==> config.mk <==
export PLATFORM = sky130hd
export DESIGN_NAME = lcd_cmd_sequencer_flat
export DESIGN_NICKNAME = d
export VERILOG_FILES = /design/src/rtl/lcd_cmd_sequencer_pkg.sv /design/src/rtl/lcd_cmd_sequencer_if.sv /design/src/rtl/lcd_cmd_fifo.sv /design/src/rtl/lcd_cmd_sequencer.sv /design/src/flat_wrapper.sv
export SDC_FILE = /design/constraint.sdc
export NUM_CORES = 1
export LEC_CHECK = 0
export CAP_MARGIN = 40
export CORE_ASPECT_RATIO = 0.6
export CORE_MARGIN = 2
export CORE_UTILIZATION = 51
export CTS_CLUSTER_DIAMETER = 60
export DETAILED_ROUTE_END_ITERATION = 12
export PLACE_DENSITY = 0.76
export SYNTH_ARGS = -nofsm -noshare
export SYNTH_HDL_FRONTEND = slang
export SYNTH_SLANG_ARGS = --single-unit
export TNS_END_PERCENT = 1
==> constraint.sdc <==
create_clock -name clk -period 3.84 [get_ports clk]
set_input_delay 0.576 -clock clk [delete_from_list [all_inputs] [get_ports clk]]
set_output_delay 0.576 -clock clk [all_outputs]
set_load 0.1 [all_outputs]
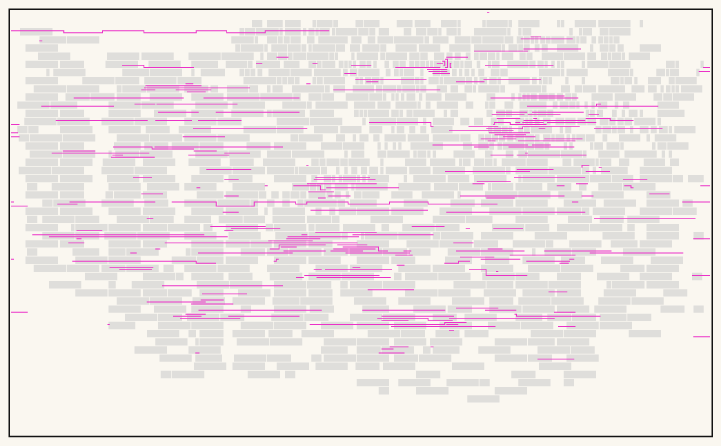
Fig. 1. Met3 routing.
Drawn at 3 px/um.
share of all routed wire	9.6%
nets with wire on the layer	159
main direction	horizontal
wire length on this layer	3400 um
via count: 8984
GR Util met3: 4.48%
WL final: 35400 um

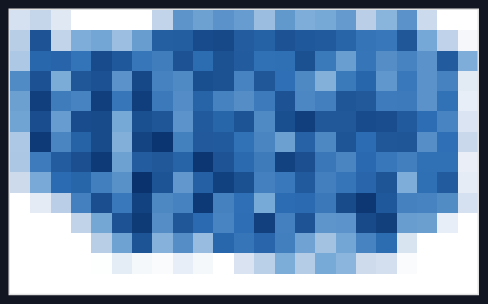
Fig. 2. Cell density map.
Drawn at 2 px/um. The die is cut into 23 by 14 equal tiles; white is low, dark blue is high, 0 to 100% covered.
emptiest ninth of the die	south-west
nearly empty tiles	16%
mean over tiles	55%
fullest tile	99%
tiles over 75% full	34%
utilization after layout: 60.3%
Core Area: 31200 um2
FP Util: 51.9%

==> results.txt <==
flow finished, numbers: max cap viols=0, number of port buffers=42, Synth area leaders=edfxtp_1 (59%), mux4_2 (14%), dfxtp_1 (9.8%), CTS tree=yes, synth cell count leaders=edfxtp_1 (320), mux4_2 (100), nor2_1 (90), Avg Cell Area, Syn=16.8 um2, tool warnings=33, largest area contributor in the netlist=edfxtp_1, pin count of the biggest net entering global routing=63, Hold Path Depth=1, leakage power=5.94 nW, Unique cell types=55, R2R cell count=13, die y size=142 um, 1st-iter DRT viols=1015, final hold vios=0, pwr/cell area=between 400 and 500 nW/um2, outcome=complete, no violations, Total Negative Setup Slacks=0 ps, post-DP HPWL=22100 um, Setup violations, final=0, post_cts resized=0, first-pass GRT wire length=53900 um, yosys stat cell total=a little under 1000, cycle use final=86.3%, hold buffer count at CTS=0, clk_skew=16.7 ps, DRC viols=0, I/O pin count=51, Worst Path Arrival=about 3700 ps, RePlAce Congestion=0.876, clk buf depth=3, Post-Syn Area=16200 um2, gr usage total=22.1%, Synth Flop Type=edfxtp_1, sequential fraction of the synthesis area=69.2%, Slew Limit Fails=0, Post-synth EDFFs=320, Synth-to-Final Area Change=16.3%, nets@finish=1087, post-CTS setup buffer count=0, vias in the first global route=8737, Worst Setup End Kind=flop, WL/cell=23.8 um, ant diodes=0, # rows=50, share of layout cells above drive strength 1=a little under a quarter, yosys synthesis chip area=16200 um2, Least-Margin Pin Slew=around 880 ps, fin crit period=roughly 3300 ps, top-area cell type share of the netlist area=59.5%, dpl cells=roughly 1400, Worst Hold Class=flop to flop, YS warnings=0, htree depth=2, number of fillers in the final layout=2230, Inserted Clock Buffers=36, die width=~230 um, initial antenna violation count=0, RSZ-0062 raised after global routing=no, DR vias/cell=6.04, antenna viol nets, final=0, CTS root buffer=clkbuf_16, slack of the worst reg-to-reg path=530 ps, flops & latches, synth=399, crit start category=flop, Worst Path Required=4260 ps, FMAX=302 MHz, die area=33200 um2, Setup CP Type=flop to flop, Largest register FFs=320, post-synthesis cell count=961, Cell Count, Final, Fillers Out=1487, grt ovf=0, clk sinks=399, Clk pin slew, worst setup/hold paths=about 70 ps, peak fanout along the critical path=9, slew margin rel.=41.2%, Post-synth ARST share=0%, First-pass DRT Iterations=7, most common cell in the netlist=edfxtp_1, peak supply drop=around 340 uV, Worst-Skew Late Latency=540 ps
cell type report:
type                            instances  area, um2  area share, %
Clock inverter                         24        259           1.38
Multi-Input combinational cell        494       4730           25.1
Tap cell                              416        520           2.77
Clock buffer                           41        941           5.00
Sequential cell                       399      11200           59.6
Inverter                               17       63.8          0.339
Timing Repair Buffer                   96       1090           5.78
worst max-delay path: stages, from the launching register on:
cell,delay (ps)
dfxtp_2,360
nor4_1,690
a21oi_4,140
and2_1,190
buf_4,160
ha_1,230
inv_1,130
ha_1,270
nor2b_1,160
o21a_1,180
or3_1,310
a21oi_1,180
xnor2_1,150
nor2_1,50
routing by layer:
metal	track usage (%)	up-vias	part of all wire (%)
met4	4.46	0	1.3
met5	0	-	0
met1	35.0	4580	45
met3	4.48	45	9.6
met2	31.8	466	45
li1	-	3893	-
per-stage QoR:
step | hold slack, ps | total power [mW] | cell area, um2 | setup WS (ps)
6_report | 473 | 9.35 | 18800 | 525
5_1_grt | 507 | 9.63 | 18800 | 396
4_1_cts | 472 | 9.39 | 18800 | 549
3_5_place_dp | 464 | 5.73 | 17600 | 518
3_3_place_gp | 450 | 5.63 | 17300 | 557
2_1_floorplan | 445 | 5.42 | 16200 | 170
logic make-up (layout without fill, tap and decap cells):
group           after synthesis  after routing  synth area share [%]
compound gates               80             80                  3.18
xor+xnor                     50             50                  2.71
fa+ha+maj                    19             19                  1.52
buf+inv                      74            178                  2.21
flops                       399            399                  69.2
mux                         101            101                  14.0
other cells                   2              8                0.0465
simple gates                236            236                  7.09
placed cells by master (no fill, tap or decap), types with 6 or more instances in the layout:
| master | Yosys | final |
|---|---|---|
| o21ai_0 | 12 | 12 |
| nand2b_1 | 7 | 7 |
| dfxtp_1 | 79 | 72 |
| nor3_1 | 16 | 12 |
| clkinv_1 | 0 | 8 |
| a22oi_1 | 11 | 11 |
| buf_4 | 10 | 30 |
| nand4_1 | 15 | 15 |
| dfxtp_2 | 0 | 6 |
| nand2_1 | 43 | 43 |
| nor2b_1 | 6 | 6 |
| and3_1 | 8 | 8 |
| clkdlybuf4s50_1 | 0 | 40 |
| buf_12 | 0 | 9 |
| clkbuf_16 | 0 | 37 |
| a31oi_1 | 11 | 11 |
| xor2_1 | 32 | 32 |
| nor4_1 | 9 | 8 |
| ha_1 | 18 | 18 |
| inv_1 | 17 | 17 |
| nor2_1 | 90 | 78 |
| conb_1 | 2 | 8 |
| edfxtp_1 | 320 | 320 |
| xnor2_1 | 18 | 18 |
| nand3_1 | 15 | 15 |
| mux4_2 | 100 | 100 |
| clkinv_2 | 0 | 6 |
| buf_8 | 0 | 15 |
| nor2_2 | 0 | 12 |
| a21oi_1 | 25 | 24 |
power breakdown:
group | switching [mW] | total [mW] | internal (mW) | leakage, nW
registers | 0.0750 | 4.82 | 4.74 | 3.52
clock network | 1.59 | 3.70 | 2.11 | 0.584
logic | 0.529 | 0.825 | 0.296 | 1.84
Power is estimated from default activity; no workload was simulated.
